===== src/rtl/pdm_transmitter.sv =====
// PCM-to-PDM transmitter: a sample FIFO feeding a first-order sigma-delta
// modulator that drives a divided PDM bit clock and bitstream.
//
// Handshake: a sample is accepted on any rising clk_i edge where
// sample_valid_i and sample_ready_o are both high; sample_ready_o depends only
// on FIFO occupancy, and a sample offered while it is low is dropped.
module pdm_transmitter #(
   parameter int SAMPLE_WIDTH = 16,
   parameter int FIFO_DEPTH   = 16,
   parameter int OSR          = 64
) (
   input  logic                          clk_i,
   input  logic                          rst_i,
   input  logic                          enable_i,
   input  logic [7:0]                    clock_divider_i,
   input  logic [SAMPLE_WIDTH-1:0]       sample_i,
   input  logic                          sample_valid_i,
   output logic                          sample_ready_o,
   output logic [$clog2(FIFO_DEPTH):0]   fifo_count_o,
   output logic                          underrun_o,
   output logic                          busy_o,
   output logic                          pdm_clk_o,
   output logic                          pdm_data_o
);

   localparam int ADDR_W = $clog2(FIFO_DEPTH);
   localparam int CNT_W  = ADDR_W + 1;
   localparam int BIT_W  = $clog2(OSR);
   localparam int ACC_W  = SAMPLE_WIDTH + 2;
   // Full-scale feedback value 2^(W-1) at accumulator width.
   localparam logic signed [ACC_W-1:0] FS = {3'b001, {(SAMPLE_WIDTH-1){1'b0}}};

   typedef enum logic [1:0] {IDLE, PRIME, RUN} state_t;

   state_t state, state_next;

   // FIFO storage and bookkeeping
   logic [SAMPLE_WIDTH-1:0] mem [FIFO_DEPTH];
   logic [ADDR_W-1:0]       wr_ptr, rd_ptr;
   logic [CNT_W-1:0]        count;
   logic                    full, empty, push, pop;
   logic [SAMPLE_WIDTH-1:0] head;

   // Modulator / bit-clock state
   logic signed [ACC_W-1:0] acc;
   logic [SAMPLE_WIDTH-1:0] cur_sample;
   logic [7:0]              div, div_cnt;
   logic [BIT_W-1:0]        bit_cnt;
   logic                    div_tc;

   // FSM strobes
   logic load, bit_step, wrap, stop;

   // Next-bit arithmetic
   logic [SAMPLE_WIDTH-1:0] operand;
   logic signed [ACC_W-1:0] operand_ext, feedback, acc_next;
   logic                    bit_val;

   assign full           = (count == CNT_W'(FIFO_DEPTH));
   assign empty          = (count == '0);
   assign push           = sample_valid_i && !full;
   assign head           = mem[rd_ptr];
   assign sample_ready_o = !full;
   assign fifo_count_o   = count;
   assign busy_o         = (state != IDLE);
   assign div_tc         = (div_cnt == div - 8'd1);

   // FIFO data array write port
   always_ff @(posedge clk_i) begin
      if (push) mem[wr_ptr] <= sample_i;
   end

   // FIFO pointers and occupancy
   always_ff @(posedge clk_i) begin
      if (rst_i) begin
         wr_ptr <= '0;
         rd_ptr <= '0;
         count  <= '0;
      end else begin
         if (push) wr_ptr <= wr_ptr + 1'b1;
         if (pop)  rd_ptr <= rd_ptr + 1'b1;
         case ({push, pop})
            2'b10:   count <= count + 1'b1;
            2'b01:   count <= count - 1'b1;
            default: count <= count;
         endcase
      end
   end

   // FSM state register
   always_ff @(posedge clk_i) begin
      if (rst_i) state <= IDLE;
      else       state <= state_next;
   end

   // FSM next state and per-cycle control strobes
   always_comb begin
      state_next = state;
      load       = 1'b0;
      bit_step   = 1'b0;
      wrap       = 1'b0;
      stop       = 1'b0;
      pop        = 1'b0;
      case (state)
         IDLE: begin
            if (enable_i) state_next = PRIME;
         end
         PRIME: begin
            if (!enable_i) begin
               state_next = IDLE;
            end else if (!empty) begin
               load       = 1'b1;
               pop        = 1'b1;
               state_next = RUN;
            end
         end
         RUN: begin
            // Only the 1->0 toggle of pdm_clk_o advances the bitstream.
            if (div_tc && pdm_clk_o) begin
               if (!enable_i) begin
                  stop       = 1'b1;
                  state_next = IDLE;
               end else begin
                  bit_step = 1'b1;
                  if (bit_cnt == BIT_W'(OSR - 1)) begin
                     wrap = 1'b1;
                     pop  = !empty;
                  end
               end
            end
         end
         default: state_next = IDLE;
      endcase
   end

   // Sigma-delta step: choose the sample feeding this bit, then quantise.
   always_comb begin
      operand = cur_sample;
      if (load)      operand = head;
      else if (wrap) operand = empty ? '0 : head;
      operand_ext = {{2{operand[SAMPLE_WIDTH-1]}}, operand};
      bit_val     = !acc[ACC_W-1];
      feedback    = bit_val ? FS : -FS;
      acc_next    = acc + operand_ext - feedback;
   end

   // Bit clock divider, bit/sample sequencing and modulator registers
   always_ff @(posedge clk_i) begin
      if (rst_i) begin
         acc        <= '0;
         cur_sample <= '0;
         div        <= 8'd1;
         div_cnt    <= '0;
         bit_cnt    <= '0;
         pdm_clk_o  <= 1'b0;
         pdm_data_o <= 1'b0;
         underrun_o <= 1'b0;
      end else begin
         underrun_o <= 1'b0;
         if (state == RUN) begin
            if (div_tc) begin
               div_cnt   <= '0;
               pdm_clk_o <= !pdm_clk_o;
            end else begin
               div_cnt <= div_cnt + 8'd1;
            end
         end
         if (load) begin
            cur_sample <= head;
            div        <= (clock_divider_i == 8'd0) ? 8'd1 : clock_divider_i;
            div_cnt    <= '0;
            bit_cnt    <= '0;
            pdm_clk_o  <= 1'b0;
         end
         if (bit_step) begin
            if (wrap) begin
               bit_cnt    <= '0;
               cur_sample <= empty ? '0 : head;
               underrun_o <= empty;
            end else begin
               bit_cnt <= bit_cnt + 1'b1;
            end
         end
         if (load || bit_step) begin
            acc        <= acc_next;
            pdm_data_o <= bit_val;
         end
         if (stop) begin
            acc        <= '0;
            pdm_data_o <= 1'b0;
            pdm_clk_o  <= 1'b0;
            div_cnt    <= '0;
         end
      end
   end

endmodule

===== config.mk =====
export PLATFORM = sky130hd
export DESIGN_NAME = pdm_transmitter
export DESIGN_NICKNAME = d
export VERILOG_FILES = /design/src/rtl/pdm_transmitter.sv
export SDC_FILE = /design/constraint.sdc
export NUM_CORES = 1
export LEC_CHECK = 0
export CAP_MARGIN = 25
export CORE_MARGIN = 1.5
export CORE_UTILIZATION = 37
export DETAILED_ROUTE_END_ITERATION = 16
export GPL_TIMING_DRIVEN = 0
export HOLD_SLACK_MARGIN = 0.08
export PLACE_DENSITY_LB_ADDON = 0.1
export SETUP_SLACK_MARGIN = 0.2
export SYNTH_ARGS = -nofsm -noshare
export SYNTH_HDL_FRONTEND = slang
export SYNTH_SLANG_ARGS = --single-unit

===== constraint.sdc =====
create_clock -name clk_i -period 6.3 [get_ports clk_i]
set_clock_uncertainty 0.05 [all_clocks]
set_input_delay 0.63 -clock clk_i [delete_from_list [all_inputs] [get_ports clk_i]]
set_output_delay 0.63 -clock clk_i [all_outputs]
set_load 0.02 [all_outputs]

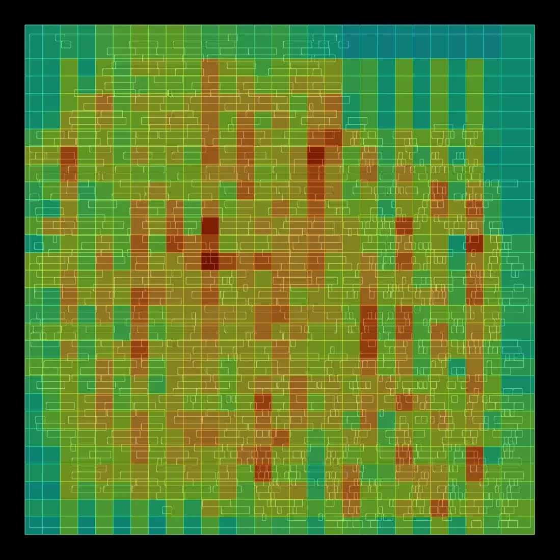
(run_1/congestion.png)
average wire per cell in the routed design: 20.54 um
gr busiest metal: met2
Global Route met2 Usage: 28.80%

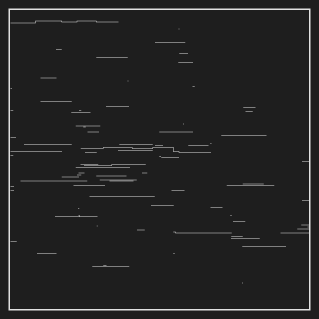
(run_1/layer_met3.png)
Scale: 1.5 px per um.
longest straight run: 44.2 um
main direction: horizontal
share of all routed wire: 3.4%

==> results.toml, run 1 <==
# physical design summary
[outcome]
status = "complete, no violations"

[global_route]
grt_first_pass_wirelength_um = 50250
antenna_found_initial = 1
first_global_vias = 8201
grt_overflow = 0

[clock_network]
clk_latency_ns = 0.53
root_buffer = "clkbuf_16"

[sta]
worst_slew_pin_slew_ns = 0.9183
drv_slew = 0
period_minus_slack_ns = 5.553
timing.final.hold_violations = 0

[place]
hpwlAfterDp_um = 22510
numPortBuffers = 37
pre_cts_ws_ns = 0.6054

[cells_and_area]
final_cell_mix = "edfxtp_1 (256), mux4_2 (79), dfxtp_1 (78)"
drive_gt1_share_pct = 18.02

[critical_path]
path_class = "reg2reg"
crit_path_end_kind = "flop"
r2r-end = "acc[17]"
path_max_fanout = 10

[synthesis]
yosys.area_share.aoi_pct = 5.375
synthArstFlopShare_pct = 0
numSynthFlops = 334
ys_cells = 947
synth-adder-area-share_pct = 4.402
synthDistinctLibCells = 62
synth_cells = 947

[power]
power_density_nw_per_um2 = 316.4

[hold_path]
holdPathEnd = "acc[9]"

[detailed_routing]
ant_nets = 0
met1_length_um = 15150
wl_met2_um = 15670

[die]
fp_util_pct = 37.70
num_io_pins = 38
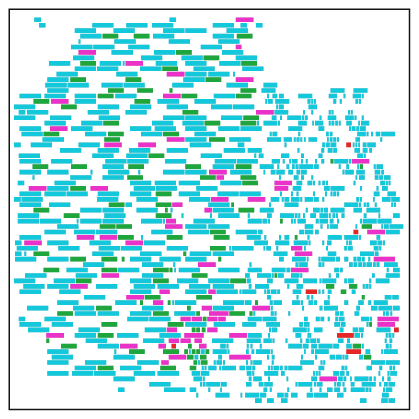
(run_1/sizes.png)
Scale: 2 px per um.
| color | size | cells |
|---|---|---|
| red | _3 and _4 cells | 7 |
| magenta | _6 and larger | 66 |
| green | _2 cells | 120 |
| cyan | _0 and _1 cells | 878 |

## run 1: state kept, by name, indices dropped and copies added, names as in the netlist, 5 cells and up, named ones only
name	cells
acc	18
bit_cnt	6
cur_sample	16
div	8
div_cnt	8
fifo_count_o	5
mem	256
## run 1: power breakdown
part           switching, mW  internal [mW]
Sequential            0.0244           2.42
Clock                  0.876           1.24
Combinational          0.436          0.334
Total                   1.34           3.99
## run 1: area by class of cell
cell class                 count  area [sq um]
inverter                      64         240.2
clock inverter                19         200.2
multi-input combinational    508          4654
timing repair buffer          59         695.7
clock buffer                  46         980.9
fill                        3418         21010
buffer                        41         176.4
tap                          511         639.4
sequential                   334          9249
## run 1: tightest hold or removal path: stages (launching register included)
cell     delay (ns)
dfxtp_1        0.31
nand2_1        0.05
a21oi_1        0.05
--- run 2 (diff from run 1) ---
CORE_UTILIZATION = 45   (was 37)
PLACE_DENSITY = 0.6   (was not set)
PLACE_DENSITY_LB_ADDON = not set   (was 0.1)
SLEW_MARGIN = 40   (was not set)
==> results.toml, run 2 <==
# physical design summary
[cells_and_area]
clockBufferCount = 42
biggestRegsByFlops = "mem: 256 flops, acc: 18 flops, cur_sample: 16 flops"
sh_seq_area_pct = 55.15
regArea_sq_um = 9249
inverters = 64
largest-register = "mem"
final_cell_mix = "edfxtp_1 (256), mux4_2 (79), dfxtp_1 (78)"
logic_area_sq_um = 4713
largest_class = "flip-flops and latches"
buffers_excl_clock = 103
bufAreaShareNonClock_pct = 5.163

[power]
p_clk_share_pct = 39.9
power_sequential_mw = 2.44
swShare_pct = 24.90
pwr-share-comb_pct = 14.3
power_top_consumer = "sequential cells"
power_density_nw_per_um2 = 317.4
comb-power_uw = 759
switching_power_mw = 1.325
p_int_mw = 3.997
pg_clk_mw = 2.12

[global_route]
top_usage_layer = "met2"

[hold_path]
holdPathEnd = "acc[10]"

[critical_path]
r2r-end = "acc[17]"
path_max_fanout = 10
path_class = "reg2reg"
crit_path_end_kind = "flop"

[synthesis]
numSynthFlops = 334
synthArstFlopShare_pct = 0
synthDistinctLibCells = 62
synth_cells = 947
ys_cells = 947

[place]
numPortBuffers = 37

[die]
tapCellCount = 402
fp_util_pct = 45.45

[sta]
period_minus_slack_ns = 5.493
worst_slew_pin_slew_ns = 0.8297
timing.final.hold_violations = 0

[detailed_routing]
ant_nets = 0
met1_length_um = 13500

[outcome]
status = "complete, no violations"

[clock_network]
root_buffer = "clkbuf_16"
run 2: cell count changes in the layout (fill, tap and decap cells not counted), sizes merged:
cell | before | now
inv | 66 | 64
clkbuf | 69 | 65
buf | 40 | 43
bufinv | 3 | 4
clkinv | 11 | 17
run 2: kinds of logic after synthesis:
family | share of synthesized area, %
XOR/XNOR | 2.394
adder cells (fa/ha/maj) | 4.402
buffers and inverters | 2.920
AND/OR/NAND/NOR | 7.410
AND-OR/OR-AND | 5.375
flip-flops | 64.82
multiplexers | 12.68
run 2: through the flow:
stage / hold WS, ns / setup WS [ns]
2_1_floorplan: 0.3819 / 1.747
6_report: 0.3994 / 0.8074
4_1_cts: 0.4018 / 0.6852
3_5_place_dp: 0.3943 / 0.7272
5_1_grt: 0.4304 / 0.3490
3_3_place_gp: 0.3882 / 0.5420
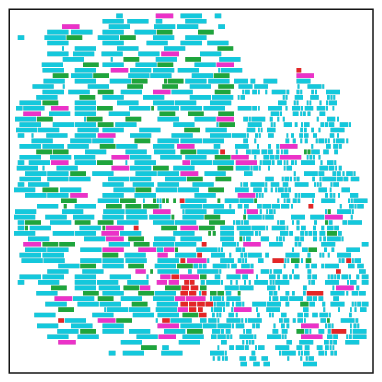
(run_2/sizes.png)
Scale: 2 px per um.
| color | size | cells |
|---|---|---|
| red | _3 and _4 cells | 30 |
| green | _2 cells | 113 |
| magenta | _6 and larger | 56 |
| cyan | _0 and _1 cells | 876 |

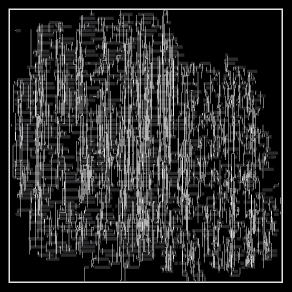
(run_2/layer_met2.png)
Scale: 1.5 px per um. Cells faint in the background.
main direction: vertical
longest straight run: 97.2 um
Global Route met2 Usage: 31.32%
via count: 8,126
final WL: 30,460 um

Power and IR drop assume default switching activity.
